## src/rtl/maindec_ext_if.sv

```systemverilog
// Control bundle between the multicycle main decoder and the datapath.
// The decoder is the master: it drives every enable, select and status
// signal. The datapath/memory side is the slave: it supplies the opcode
// and the memory ready strobe.
interface maindec_ext_if #(
    parameter int CNT_W = 32
);
    logic [5:0]       opcode;
    logic             memready;
    logic             memreq;
    logic             pcwrite;
    logic             memwrite;
    logic             irwrite;
    logic             regwrite;
    logic             alusrca;
    logic             iord;
    logic             branch;
    logic             bne;
    logic [1:0]       regdst;
    logic [1:0]       wdsel;
    logic [1:0]       alusrcb;
    logic [1:0]       pcsrc;
    logic [2:0]       aluop;
    logic             err;
    logic             instr_done;
    logic [CNT_W-1:0] instr_count;

    modport master (
        input  opcode, memready,
        output memreq, pcwrite, memwrite, irwrite, regwrite, alusrca, iord,
               branch, bne, regdst, wdsel, alusrcb, pcsrc, aluop, err,
               instr_done, instr_count
    );

    modport slave (
        output opcode, memready,
        input  memreq, pcwrite, memwrite, irwrite, regwrite, alusrca, iord,
               branch, bne, regdst, wdsel, alusrcb, pcsrc, aluop, err,
               instr_done, instr_count
    );
endinterface

```

## src/rtl/maindec_ext.sv

```systemverilog
// Multicycle MIPS main controller with ANDI/ORI/BNE/JAL, a memready
// handshake on every memory access, configurable error recovery and a
// retired-instruction counter. Moore outputs come straight from the state;
// only the memory-completion strobes are gated by memready.
module maindec_ext #(
    parameter bit EXT_EN      = 1'b1,
    parameter bit MEM_WAIT_EN = 1'b1,
    parameter bit ERR_STICKY  = 1'b1,
    parameter int CNT_W       = 32
) (
    input  logic          clk,
    input  logic          reset,
    maindec_ext_if.master bus
);
    localparam logic [5:0] OP_RTYPE = 6'b000000;
    localparam logic [5:0] OP_J     = 6'b000010;
    localparam logic [5:0] OP_JAL   = 6'b000011;
    localparam logic [5:0] OP_BEQ   = 6'b000100;
    localparam logic [5:0] OP_BNE   = 6'b000101;
    localparam logic [5:0] OP_ADDI  = 6'b001000;
    localparam logic [5:0] OP_ANDI  = 6'b001100;
    localparam logic [5:0] OP_ORI   = 6'b001101;
    localparam logic [5:0] OP_LW    = 6'b100011;
    localparam logic [5:0] OP_SW    = 6'b101011;

    typedef enum logic [4:0] {
        FETCH, DECODE, MEMADR, MEMRD, MEMWB, MEMWR, RTYPEEX, RTYPEWB,
        BEQEX, BNEEX, ADDIEX, ANDIEX, ORIEX, IMMWB, JEX, JALEX, ERROR
    } state_t;

    state_t           state_q, state_d;
    logic [CNT_W-1:0] count_q, count_d;
    logic             rdy;
    logic             done;

    // Memory completion: when waiting is disabled every access finishes at once
    assign rdy = MEM_WAIT_EN ? bus.memready : 1'b1;

    // Output decode, next-state selection and retire counting
    always_comb begin
        bus.memreq   = 1'b0;
        bus.pcwrite  = 1'b0;
        bus.memwrite = 1'b0;
        bus.irwrite  = 1'b0;
        bus.regwrite = 1'b0;
        bus.alusrca  = 1'b0;
        bus.iord     = 1'b0;
        bus.branch   = 1'b0;
        bus.bne      = 1'b0;
        bus.regdst   = 2'b00;
        bus.wdsel    = 2'b00;
        bus.alusrcb  = 2'b00;
        bus.pcsrc    = 2'b00;
        bus.aluop    = 3'b000;
        bus.err      = 1'b0;
        done         = 1'b0;
        state_d      = state_q;

        case (state_q)
            FETCH: begin
                bus.memreq  = 1'b1;
                bus.alusrcb = 2'b01;
                bus.irwrite = rdy;
                bus.pcwrite = rdy;
                if (rdy) state_d = DECODE;
            end
            DECODE: begin
                bus.alusrcb = 2'b11;
                case (bus.opcode)
                    OP_LW, OP_SW: state_d = MEMADR;
                    OP_RTYPE:     state_d = RTYPEEX;
                    OP_BEQ:       state_d = BEQEX;
                    OP_ADDI:      state_d = ADDIEX;
                    OP_J:         state_d = JEX;
                    OP_BNE:       state_d = EXT_EN ? BNEEX  : ERROR;
                    OP_ANDI:      state_d = EXT_EN ? ANDIEX : ERROR;
                    OP_ORI:       state_d = EXT_EN ? ORIEX  : ERROR;
                    OP_JAL:       state_d = EXT_EN ? JALEX  : ERROR;
                    default:      state_d = ERROR;
                endcase
            end
            MEMADR: begin
                bus.alusrca = 1'b1;
                bus.alusrcb = 2'b10;
                if (bus.opcode == OP_LW)      state_d = MEMRD;
                else if (bus.opcode == OP_SW) state_d = MEMWR;
                else                          state_d = ERROR;
            end
            MEMRD: begin
                bus.memreq = 1'b1;
                bus.iord   = 1'b1;
                if (rdy) state_d = MEMWB;
            end
            MEMWB: begin
                bus.regwrite = 1'b1;
                bus.wdsel    = 2'b01;
                done         = 1'b1;
                state_d      = FETCH;
            end
            MEMWR: begin
                // Request stays steady while stalled; the store commits on rdy
                bus.memreq   = 1'b1;
                bus.iord     = 1'b1;
                bus.memwrite = 1'b1;
                done         = rdy;
                if (rdy) state_d = FETCH;
            end
            RTYPEEX: begin
                bus.alusrca = 1'b1;
                bus.aluop   = 3'b010;
                state_d     = RTYPEWB;
            end
            RTYPEWB: begin
                bus.regwrite = 1'b1;
                bus.regdst   = 2'b01;
                done         = 1'b1;
                state_d      = FETCH;
            end
            BEQEX, BNEEX: begin
                bus.alusrca = 1'b1;
                bus.aluop   = 3'b001;
                bus.pcsrc   = 2'b01;
                bus.branch  = 1'b1;
                bus.bne     = (state_q == BNEEX);
                done        = 1'b1;
                state_d     = FETCH;
            end
            ADDIEX, ANDIEX, ORIEX: begin
                bus.alusrca = 1'b1;
                bus.alusrcb = 2'b10;
                bus.aluop   = (state_q == ANDIEX) ? 3'b011 :
                              (state_q == ORIEX)  ? 3'b100 : 3'b000;
                state_d     = IMMWB;
            end
            IMMWB: begin
                bus.regwrite = 1'b1;
                done         = 1'b1;
                state_d      = FETCH;
            end
            JEX: begin
                bus.pcsrc   = 2'b10;
                bus.pcwrite = 1'b1;
                done        = 1'b1;
                state_d     = FETCH;
            end
            JALEX: begin
                // PC already holds PC+4, so it is the return address for $31
                bus.pcsrc    = 2'b10;
                bus.pcwrite  = 1'b1;
                bus.regwrite = 1'b1;
                bus.regdst   = 2'b10;
                bus.wdsel    = 2'b10;
                done         = 1'b1;
                state_d      = FETCH;
            end
            ERROR: begin
                bus.err = 1'b1;
                state_d = ERR_STICKY ? ERROR : FETCH;
            end
            default: state_d = ERROR;
        endcase

        count_d = done ? count_q + CNT_W'(1) : count_q;
    end

    assign bus.instr_done  = done;
    assign bus.instr_count = count_q;

    // State and counter registers; reset wins at any point in an instruction
    always_ff @(posedge clk) begin
        if (reset) begin
            state_q <= FETCH;
            count_q <= '0;
        end else begin
            state_q <= state_d;
            count_q <= count_d;
        end
    end
endmodule

```

## src/flat_wrapper.sv

```systemverilog
// flat-port wrapper written by rule: the top's interface ports become plain ports
module maindec_ext_flat 
#(
    parameter bit EXT_EN      = 1'b1,
    parameter bit MEM_WAIT_EN = 1'b1,
    parameter bit ERR_STICKY  = 1'b1,
    parameter int CNT_W       = 32
)
  (clk, reset, bus_opcode, bus_memready, bus_memreq, bus_pcwrite, bus_memwrite, bus_irwrite, bus_regwrite, bus_alusrca, bus_iord, bus_branch, bus_bne, bus_regdst, bus_wdsel, bus_alusrcb, bus_pcsrc, bus_aluop, bus_err, bus_instr_done, bus_instr_count);
  maindec_ext_if #(.CNT_W(CNT_W)) bus_i ();
  input  logic clk;
  input  logic reset;
  input wire logic [$bits(bus_i.opcode)-1:0] bus_opcode;
  input wire logic [$bits(bus_i.memready)-1:0] bus_memready;
  output wire logic [$bits(bus_i.memreq)-1:0] bus_memreq;
  output wire logic [$bits(bus_i.pcwrite)-1:0] bus_pcwrite;
  output wire logic [$bits(bus_i.memwrite)-1:0] bus_memwrite;
  output wire logic [$bits(bus_i.irwrite)-1:0] bus_irwrite;
  output wire logic [$bits(bus_i.regwrite)-1:0] bus_regwrite;
  output wire logic [$bits(bus_i.alusrca)-1:0] bus_alusrca;
  output wire logic [$bits(bus_i.iord)-1:0] bus_iord;
  output wire logic [$bits(bus_i.branch)-1:0] bus_branch;
  output wire logic [$bits(bus_i.bne)-1:0] bus_bne;
  output wire logic [$bits(bus_i.regdst)-1:0] bus_regdst;
  output wire logic [$bits(bus_i.wdsel)-1:0] bus_wdsel;
  output wire logic [$bits(bus_i.alusrcb)-1:0] bus_alusrcb;
  output wire logic [$bits(bus_i.pcsrc)-1:0] bus_pcsrc;
  output wire logic [$bits(bus_i.aluop)-1:0] bus_aluop;
  output wire logic [$bits(bus_i.err)-1:0] bus_err;
  output wire logic [$bits(bus_i.instr_done)-1:0] bus_instr_done;
  output wire logic [$bits(bus_i.instr_count)-1:0] bus_instr_count;
  assign bus_i.opcode = bus_opcode;
  assign bus_i.memready = bus_memready;
  assign bus_memreq = bus_i.memreq;
  assign bus_pcwrite = bus_i.pcwrite;
  assign bus_memwrite = bus_i.memwrite;
  assign bus_irwrite = bus_i.irwrite;
  assign bus_regwrite = bus_i.regwrite;
  assign bus_alusrca = bus_i.alusrca;
  assign bus_iord = bus_i.iord;
  assign bus_branch = bus_i.branch;
  assign bus_bne = bus_i.bne;
  assign bus_regdst = bus_i.regdst;
  assign bus_wdsel = bus_i.wdsel;
  assign bus_alusrcb = bus_i.alusrcb;
  assign bus_pcsrc = bus_i.pcsrc;
  assign bus_aluop = bus_i.aluop;
  assign bus_err = bus_i.err;
  assign bus_instr_done = bus_i.instr_done;
  assign bus_instr_count = bus_i.instr_count;
  maindec_ext #(.EXT_EN(EXT_EN), .MEM_WAIT_EN(MEM_WAIT_EN), .ERR_STICKY(ERR_STICKY), .CNT_W(CNT_W)) u_core (.clk(clk), .reset(reset), .bus(bus_i));
endmodule
```

## config.mk

```make
export PLATFORM = sky130hd
export DESIGN_NAME = maindec_ext_flat
export DESIGN_NICKNAME = d
export VERILOG_FILES = /design/src/rtl/maindec_ext_if.sv /design/src/rtl/maindec_ext.sv /design/src/flat_wrapper.sv
export SDC_FILE = /design/constraint.sdc
export NUM_CORES = 1
export LEC_CHECK = 0
export ABC_AREA = 1
export CAP_MARGIN = 20
export CORE_MARGIN = 1.5
export CORE_UTILIZATION = 51
export DETAILED_ROUTE_END_ITERATION = 10
export PLACE_DENSITY = 0.9
export SLEW_MARGIN = 20
export SYNTH_ARGS = -nofsm -noshare
export SYNTH_HDL_FRONTEND = slang
export SYNTH_SLANG_ARGS = --single-unit
```

## constraint.sdc

```tcl
create_clock -name clk -period 1.53 [get_ports clk]
set_input_delay 0.2295 -clock clk [delete_from_list [all_inputs] [get_ports clk]]
set_output_delay 0.2295 -clock clk [all_outputs]
set_load 0.01 [all_outputs]
```

### M1 wires, run 1

Scale bar: 20 um. Supply wires on this layer in gray.
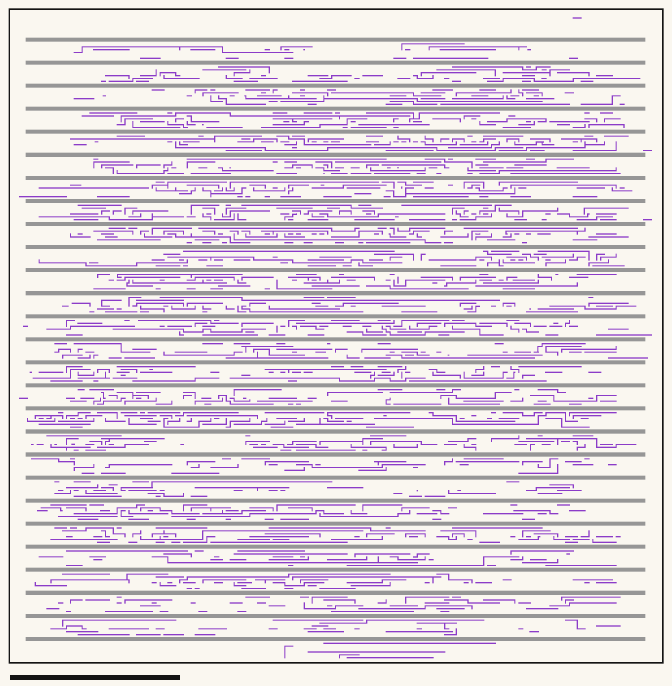
- nets with wire on the layer: 570
- share of all routed wire: 41%

### Signal wires on met2, run 1

Cells faint in the background.
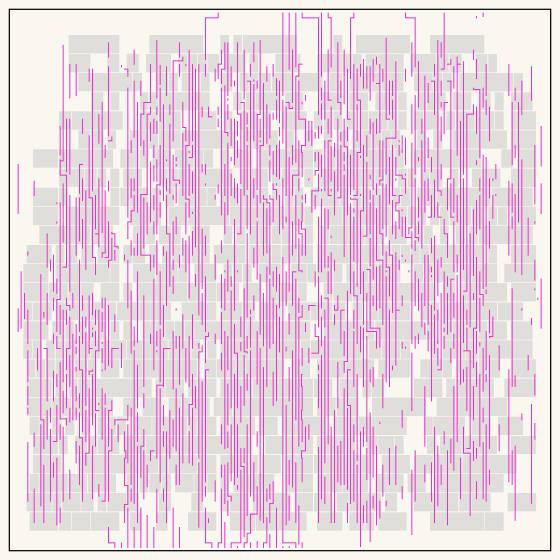
- longest straight run: 40.6 um
- share of all routed wire: 48%
- wire length on this layer: 4,930 um
- main direction: vertical
- nets with wire on the layer: 526

==> impl_metrics.tcl, run 1 <==
# collected from the flow reports
set metrics [dict create \
    finalHoldViolations 0 \
    synth_top_cell_by_area "dfxtp_1" \
    yosysChipArea_um2 2790 \
    finalCriticalPeriod_ns 1.68 \
    finClkSkew_ns 0.0106 \
    reg2reg_from "u_core.state_q[2]$_SDFFE_PP0P_" \
    placed_cells 650 \
    drt-initial-drc-count 433 \
    synth_cells 480 \
    cts-root-buf "clkbuf_8" \
    ys_cells 480 \
    simple_gate_share 0.527 \
    required_ns 1.30 \
    tool_warnings 28 \
    clockBufferDepth 2 \
    placement.io_buffers 62 \
    drv_cap 0 \
    mux_share 0 \
    holdBufCountCts 0 \
    synth.net_count 490 \
    syn2layout_area_growth_pct 53.1 \
    worst-path-buf-inv 3 \
    whs_ns 0.516 \
    nets 612 \
    syn_area_per_cell_um2 5.81 \
    hpwlAfterDp_mm 6.61 \
    rsz0062_at_grt "true" \
    crit_chain "inv_2 > nand3_2 > nor2_4 > inv_1 > o21ai_1 > buf_2" \
    status "finished with violations" \
    slew_violations 0 \
    grt_busiest_layer "met2" \
    worstSkewPairLatency_ns 0.30 \
    die_area_um2 5920 \
    met2_usage 0.541 \
    ys_sh_aoi 0.0871 \
    instances_no_fill 673 \
    fa_ha_area_frac 0.00449 \
    cts_buffers 5 \
    critical_path_class "register to primary output" \
    grt_usage 0.319 \
    ys_seq_share 0.266 \
    die_y_um 76.9 \
    ys_ff 37 \
    grt_pass1_wl_mm 15.3 \
    ios 63 \
    grt_pass1_vias 3289 \
    finalWorstSetupSlack_ns -0.155 \
    wl_per_cell_um 15.1 \
    drc 0 \
    critPathCaptureType "primary output" \
    fmax_ghz 0.593 \
    period_used_share 1.10 \
    drt-pass1-iter-count 5 \
    synth_cell_types 27 \
    cp-start-kind "register" \
    synthTopLogicFamily "simple AND/OR/NAND/NOR gates" \
    setup_violations 44 \
    routed_via_density 5.50 \
    yosys.area_share.xor_xnor 0.0283 \
    grt-ovfl-total 0 \
    failed_checks "negative setup slack" \
    clock_sinks 37 \
    edf_count 0 \
    top_cell "nand2_1" \
    rows 26 \
]
### Met3 routing, run 1

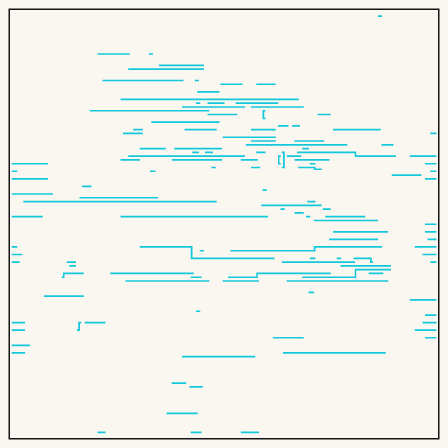
- longest straight run: 34.5 um
- nets with wire on the layer: 94
- main direction: horizontal
- share of all routed wire: 7.5%
- wire length on this layer: 762 um
routed wire length: 10.2 mm
Vias: 3,704
grt met3 use: 0.0381

run 1: placed cells by master, fill, tap and decap left out, types with 6 or more instances in the layout:
master / Yosys / routed
a21oi_1: 32 / 17
a21oi_2: 6 / 18
nor2_4: 4 / 11
nand2_1: 163 / 160
xor2_1: 6 / 6
dfxtp_2: 0 / 26
buf_4: 3 / 57
buf_6: 4 / 8
clkdlybuf4s50_1: 0 / 33
nand3_1: 53 / 45
buf_2: 2 / 14
inv_2: 8 / 12
nand3_2: 0 / 7
inv_1: 31 / 27
dfxtp_1: 37 / 7
nor2_2: 4 / 6
nand3b_1: 14 / 14
nor2_1: 89 / 80
run 1: stage by stage:
step | total power, W | instance area, um^2 | setup WS, ns | TNS (ns)
after floorplan | 0.00123 | 2790 | 0.0296 | 0
after global placement | 0.00148 | 3810 | -0.204 | -5.74
after global routing | 0.00236 | 4270 | -0.208 | -5.85
after CTS | 0.00221 | 4040 | -0.121 | -3.00
after detailed placement | 0.00149 | 3810 | -0.285 | -7.69
final | 0.00227 | 4270 | -0.155 | -1.80
run 1: tightest hold or removal path, delay by kind of cell, from the launching register on:
family / cells / cell delay (ns)
flip-flops: 1 / 0.34
AND-OR/OR-AND: 1 / 0.10
AND/OR/NAND/NOR: 1 / 0.05
run 1: state kept, by name, summed over array words and instances (netlist names):
register,flops
u_core.state_q,5
u_core.bus.instr_count,32
run 1: final timing paths:
check,endpoint,slack [ns],cells after the start
min reg2reg,u_core.bus.instr_count[15]$_SDFFE_PP0P_,0.52,2
max,bus_pcwrite,-0.15,6
max reg2reg,u_core.bus.instr_count[10]$_SDFFE_PP0P_,-0.05,11
min,u_core.bus.instr_count[15]$_SDFFE_PP0P_,0.52,2
run 1: cell families (layout without fill, tap and decap cells):
logic type | after synthesis | after routing
adder cells (fa/ha/maj) | 1 | 1
AND-OR/OR-AND | 43 | 43
buffers and inverters | 53 | 176
XOR/XNOR | 9 | 9
AND/OR/NAND/NOR | 337 | 337
flip-flops | 37 | 37
run 1: where the power goes:
| group | leakage [nW] | internal, W | total, W | switching [W] |
|---|---|---|---|---|
| combinational | 1.51 | 0.000277 | 0.000594 | 0.000317 |
| clock | 0.0450 | 0.000316 | 0.000681 | 0.000365 |
| sequential | 0.315 | 0.000976 | 0.000996 | 0.0000193 |
run 1: per-layer routing:
layer	wire length, um	share of wire	vias up
li1	-	-	1772
met2	4930	0.48	212
met4	349	0.034	0
met5	0	0	-
met1	4150	0.41	1678
met3	762	0.075	42
run 1: cell type report:
| type | instances | area, um^2 | area share |
|---|---|---|---|
| repair buffers | 129 | 1150 | 0.270 |
| inverters | 39 | 146 | 0.0343 |
| multi-input cells | 390 | 2010 | 0.472 |
| clock buffers | 6 | 72.6 | 0.0170 |
| well taps | 70 | 87.6 | 0.0205 |
| clock inverters | 2 | 10.0 | 0.00234 |
| flip-flops and latches | 37 | 788 | 0.185 |
run 1: repair_timing:
item | CTS | global route
setup buffers | 9 | 5
setup endpoints to repair | 74 | 64
pin swaps | 9 | 12
gates cloned | 0 | 3
resized | 146 | 52
==> run 1 -> run 2 <==
--- a/config.mk
+++ b/config.mk
@@ -8,9 +8,10 @@
 export ABC_AREA = 1
 export CAP_MARGIN = 20
 export CORE_MARGIN = 1.5
-export CORE_UTILIZATION = 51
+export CORE_UTILIZATION = 50
 export DETAILED_ROUTE_END_ITERATION = 10
-export PLACE_DENSITY = 0.9
+export MAX_ROUTING_LAYER = met4
+export PLACE_DENSITY = 0.89
 export SLEW_MARGIN = 20
 export SYNTH_ARGS = -nofsm -noshare
 export SYNTH_HDL_FRONTEND = slang
==> impl_metrics.tcl, run 2 <==
# collected from the flow reports
set metrics [dict create \
    dp_worst_setup_slack_ns -0.301 \
    instances_no_fill 677 \
    fa_ha_area_frac 0.00449 \
    syn2layout_area_growth_pct 52.6 \
    ys_sh_aoi 0.0871 \
    nets 615 \
    top_cells_by_count "nand2_1 (163), nor2_1 (89), nand3_1 (53)" \
    yosysChipArea_um2 2790 \
    ys_async_sr_fraction 0 \
    via_count 3793 \
    routed_via_density 5.60 \
    cts_buffers 5 \
    ir_drop_uv 554 \
    lay_top_cells "nand2_1 (159), nor2_1 (75), buf_4 (60)" \
    ant_nets 0 \
    synth_cells 480 \
    slew_violations 0 \
    grt_usage 0.316 \
    syn_area_per_cell_um2 5.81 \
    grt_pass1_vias 3375 \
    lay_top_count "nand2_1" \
    die_area_um2 6030 \
    synth_cell_types 27 \
    largest_reg_flops 32 \
    setup_violations 51 \
    synthTopCellsByArea "dfxtp_1 (27%), nand2_1 (22%), nor2_1 (12%)" \
    cts_tree "done" \
    placement.io_buffers 62 \
    drt-pass1-iter-count 10 \
    mux_share 0 \
    wl_per_cell_um 15.0 \
    simple_gate_share 0.527 \
    edf_count 0 \
    cts-root-buf "clkbuf_8" \
    synth_top_cell_by_area "dfxtp_1" \
    grt_pass1_wl_mm 15.0 \
    rsz0062_at_grt "true" \
    ios 63 \
    finalHoldViolations 0 \
    fmax_ghz 0.592 \
    leakage_nw 1.90 \
    die_y_um 77.7 \
    grt-ovfl-total 0 \
    drv_cap 0 \
    yosys.area_share.xor_xnor 0.0283 \
    holdBufCountCts 0 \
    cp-start-kind "register" \
    hpwlAfterDp_mm 6.41 \
    synth.net_count 490 \
    drc 0 \
    ys_seq_share 0.266 \
    required_ns 1.30 \
    ys.flop_type "dfxtp_1" \
    finalCriticalPeriod_ns 1.69 \
    total_power_w 0.00235 \
    clock_sinks 37 \
    worstSkewPairLatency_ns 0.30 \
    rows 27 \
    synthTopLogicFamily "simple AND/OR/NAND/NOR gates" \
    failed_checks "negative setup slack" \
    placed_cells 653 \
    status "finished with violations" \
    worstPathMaxFanout 3 \
    critPathCaptureType "primary output" \
    clockBufferDepth 2 \
    ys_cells 480 \
    ys_ff 37 \
    whs_path_depth 2 \
    top_cell "nand2_1" \
    core_um2 5440 \
    critical_path_class "register to primary output" \
    wl_mm 10.2 \
    finClkSkew_ns 0.00427 \
    tool_warnings 28 \
    synth_top_area_share 0.266 \
    syn_area_um2 2790 \
    period_used_share 1.10 \
    drt-initial-drc-count 389 \
    reg2reg_depth 9 \
    finalWorstSetupSlack_ns -0.160 \
]
-- run 2: cell counts after synthesis --
No cell type changed its count.
-- run 2: power breakdown --
group / internal, W / switching (W)
combinational: 0.000292 / 0.000333
sequential: 0.000976 / 0.0000258
clock: 0.000358 / 0.000361
total: 0.00163 / 0.000720
-- run 2: layout make-up --
type                            count  area [um^2]
Multi-Input combinational cell    390         1990
Fill cell                         355         1180
Timing Repair Buffer              132         1140
Sequential cell                    37          785
Inverter                           39          161
Tap cell                           72         90.1
Clock buffer                        7         86.3
-- run 2: cells by family (layout without fill, tap and decap cells) --
kind of cell,count (synthesis),after routing
buf+inv,53,178
xor+xnor,9,9
flops,37,37
fa+ha+maj,1,1
simple gates,337,337
compound gates,43,43
-- run 2: critical path: stages (launching register included) --
cell and delay [ns]:
dfxtp_2 0.35, buf_4 0.16, nor2_4 0.12, nand4_1 0.25
nand2_2 0.18, buf_6 0.11
-- run 2: what timing repair did --
item | in CTS | in global routing
pin swaps | 10 | 10
endpoints found under the setup margin | 71 | 71
buffers inserted | 10 | 8
gates resized | 147 | 57
-- run 2: layer usage --
metal  wire length (um)  GRT usage  vias to the layer above
met4                357      0.111                        0
met2               5010      0.543                      216
met3                782     0.0447                       52
met1               4010      0.374                     1748
met5                  0          -                        -
li1                   -          -                     1777
-- run 2: metrics by stage --
stage | TNS (ns) | instance area, um^2 | util | hold slack, ns
3_5_place_dp | -6.95 | 3810 | 0.701 | 0.507
3_3_place_gp | -4.75 | 3810 | 0.701 | 0.495
2_1_floorplan | 0 | 2790 | - | 0.453
6_report | -3.25 | 4260 | 0.782 | 0.524
5_1_grt | -7.06 | 4260 | 0.782 | 0.542
4_1_cts | -2.20 | 4050 | 0.744 | 0.519
-- run 2: path summary, 6_finish.rpt --
check                                          start                                 endpoint  slack, ns
max                   u_core.state_q[2]$_SDFFE_PP0P_                                 bus_iord      -0.16
min          u_core.bus.instr_count[31]$_SDFFE_PP0P_  u_core.bus.instr_count[31]$_SDFFE_PP0P_       0.52
max reg2reg           u_core.state_q[2]$_SDFFE_PP0P_  u_core.bus.instr_count[18]$_SDFFE_PP0P_      -0.12
min reg2reg  u_core.bus.instr_count[31]$_SDFFE_PP0P_  u_core.bus.instr_count[31]$_SDFFE_PP0P_       0.52
### Signal wires on met2, run 2

Cells faint in the background.
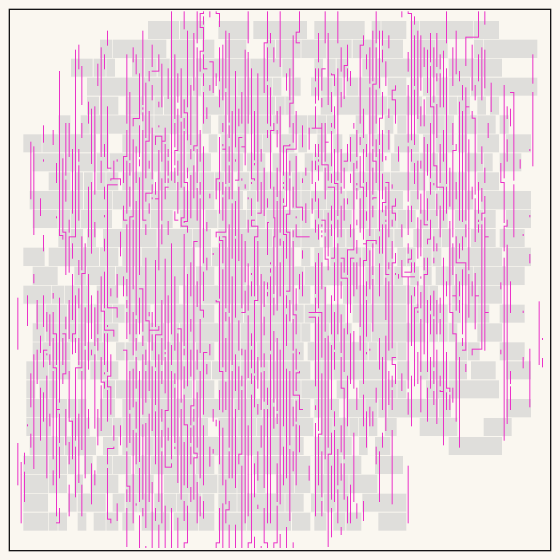
- share of all routed wire: 49%
- nets with wire on the layer: 539
- main direction: vertical
- wire length on this layer: 5,010 um
- longest straight run: 26.9 um

==> run 2 -> run 3 <==
--- a/config.mk
+++ b/config.mk
@@ -6,7 +6,6 @@
 export NUM_CORES = 1
 export LEC_CHECK = 0
 export ABC_AREA = 1
-export CAP_MARGIN = 20
 export CORE_MARGIN = 1.5
 export CORE_UTILIZATION = 50
 export DETAILED_ROUTE_END_ITERATION = 10
==> impl_metrics.tcl, run 3 <==
# collected from the flow reports
set metrics [dict create \
    n_fill_cell 355 \
    leakage_nw 1.90 \
    core_um2 5440 \
    crit_start "u_core.state_q[2]$_SDFFE_PP0P_" \
    required_ns 1.30 \
    fmax_ghz 0.592 \
    max_stage_delay_ns 0.35 \
    die_area_um2 6030 \
    rows 27 \
    die_y_um 77.7 \
    synth_cells 480 \
    holdBufCountCts 0 \
    hpwlAfterDp_mm 6.41 \
    placement.io_buffers 62 \
    ir_drop_uv 554 \
    clock_sinks 37 \
    routed_via_density 5.60 \
    critical_path_class "register to primary output" \
    nets 615 \
    failed_checks "negative setup slack" \
    top_cell "nand2_1" \
    finalHoldViolations 0 \
    period_used_share 1.10 \
    rrSetupSlack_ns -0.12 \
    syn_area_per_cell_um2 5.81 \
    grt_pass1_wl_mm 15.0 \
    p_clk_frac 0.306 \
    slew_violations 0 \
    synth_cell_types 27 \
    cp-start-kind "register" \
    largest_reg_flops 32 \
    rsz0062_at_grt "true" \
    finalWorstSetupSlack_ns -0.160 \
    grt_pass1_vias 3375 \
    r2r-end "u_core.bus.instr_count[18]$_SDFFE_PP0P_" \
    total_power_w 0.00235 \
    reg2reg_depth 9 \
    setup_violations 51 \
    status "finished with violations" \
    ys_ff 37 \
    yosysChipArea_um2 2790 \
    ys_async_sr_fraction 0 \
    critPathCaptureType "primary output" \
]
## run 3: cell counts after synthesis
No cell type changed its count.
## run 3: layer usage
metal,global-route usage,vias to the layer above,share of wire
met2,0.543,216,0.49
met5,-,-,0
met3,0.0447,52,0.077
met1,0.374,1748,0.39
met4,0.111,0,0.035
li1,-,1777,-
## run 3: stage by stage
step | setup slack (ns) | instance area, um^2 | TNS [ns] | hold slack, ns | util
final | -0.160 | 4260 | -3.25 | 0.524 | 0.782
after global routing | -0.225 | 4260 | -7.06 | 0.542 | 0.782
after CTS | -0.105 | 4050 | -2.20 | 0.519 | 0.744
after detailed placement | -0.301 | 3810 | -6.95 | 0.507 | 0.701
after global placement | -0.258 | 3810 | -4.75 | 0.495 | 0.701
after floorplan | 0.0296 | 2790 | 0 | 0.453 | -
## run 3: how the worst min path moves through the flow
stage / from / endpoint / slack (ns) / cells after the start
final: u_core.bus.instr_count[31]$_SDFFE_PP0P_ / u_core.bus.instr_count[31]$_SDFFE_PP0P_ / 0.52 / 2
after global routing: u_core.bus.instr_count[22]$_SDFFE_PP0P_ / u_core.bus.instr_count[22]$_SDFFE_PP0P_ / 0.54 / 2
after global placement: u_core.bus.instr_count[31]$_SDFFE_PP0P_ / u_core.bus.instr_count[31]$_SDFFE_PP0P_ / 0.50 / 2
after detailed placement: u_core.bus.instr_count[31]$_SDFFE_PP0P_ / u_core.bus.instr_count[31]$_SDFFE_PP0P_ / 0.51 / 2
after CTS: u_core.bus.instr_count[31]$_SDFFE_PP0P_ / u_core.bus.instr_count[31]$_SDFFE_PP0P_ / 0.52 / 2
after floorplan: reset / u_core.state_q[1]$_SDFFE_PP0P_ / 0.45 / 3
## run 3: timing repair
item                       CTS  global route
resized                    147            57
setup buffers               10             8
setup endpoints to repair   71            71
pin swaps                   10            10
## run 3: power groups by stage
stage	logic, W	registers, W	clock network [W]
floorplan	0.000212	0.00101	0
global placement	0.000465	0.00101	0
detailed placement	0.000474	0.00101	0
CTS	0.000529	0.000996	0.000710
global route	0.000662	0.00100	0.000736
finish	0.000626	0.00100	0.000719
## run 3: critical path, delay by kind of cell, from the launching register on
family	cells	cell delay [ns]
DFF	1	0.35
buffers and inverters	2	0.27
and+or+nand+nor	3	0.55
## run 3: area by class of cell
class | count | area (um^2) | share of cell area
Timing Repair Buffer | 132 | 1140 | 0.269
Sequential cell | 37 | 785 | 0.184
Clock buffer | 7 | 86.3 | 0.0203
Inverter | 39 | 161 | 0.0379
Multi-Input combinational cell | 390 | 1990 | 0.468
Tap cell | 72 | 90.1 | 0.0212
## run 3: cells by family (layout without fill, tap and decap cells)
| kind of cell | after synthesis | after routing | synth area share |
|---|---|---|---|
| fa+ha+maj | 1 | 1 | 0.00449 |
| flops | 37 | 37 | 0.266 |
| buf+inv | 53 | 178 | 0.0871 |
| simple gates | 337 | 337 | 0.527 |
| compound gates | 43 | 43 | 0.0871 |
| xor+xnor | 9 | 9 | 0.0283 |
### Met3 routing, run 3

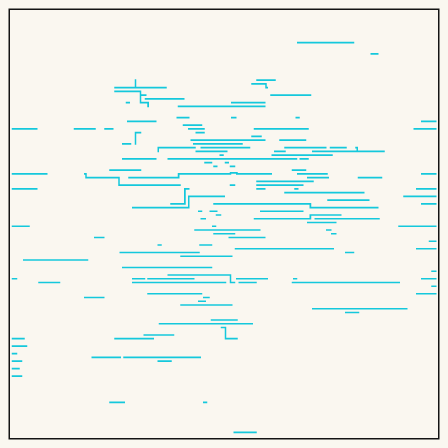
- longest straight run: 23.2 um
- share of all routed wire: 7.7%
- nets with wire on the layer: 99
grt met3 use: 0.0447
routed wire length: 10.2 mm
Vias: 3,793

No activity file was given, so power comes from the tool's default toggle rates.
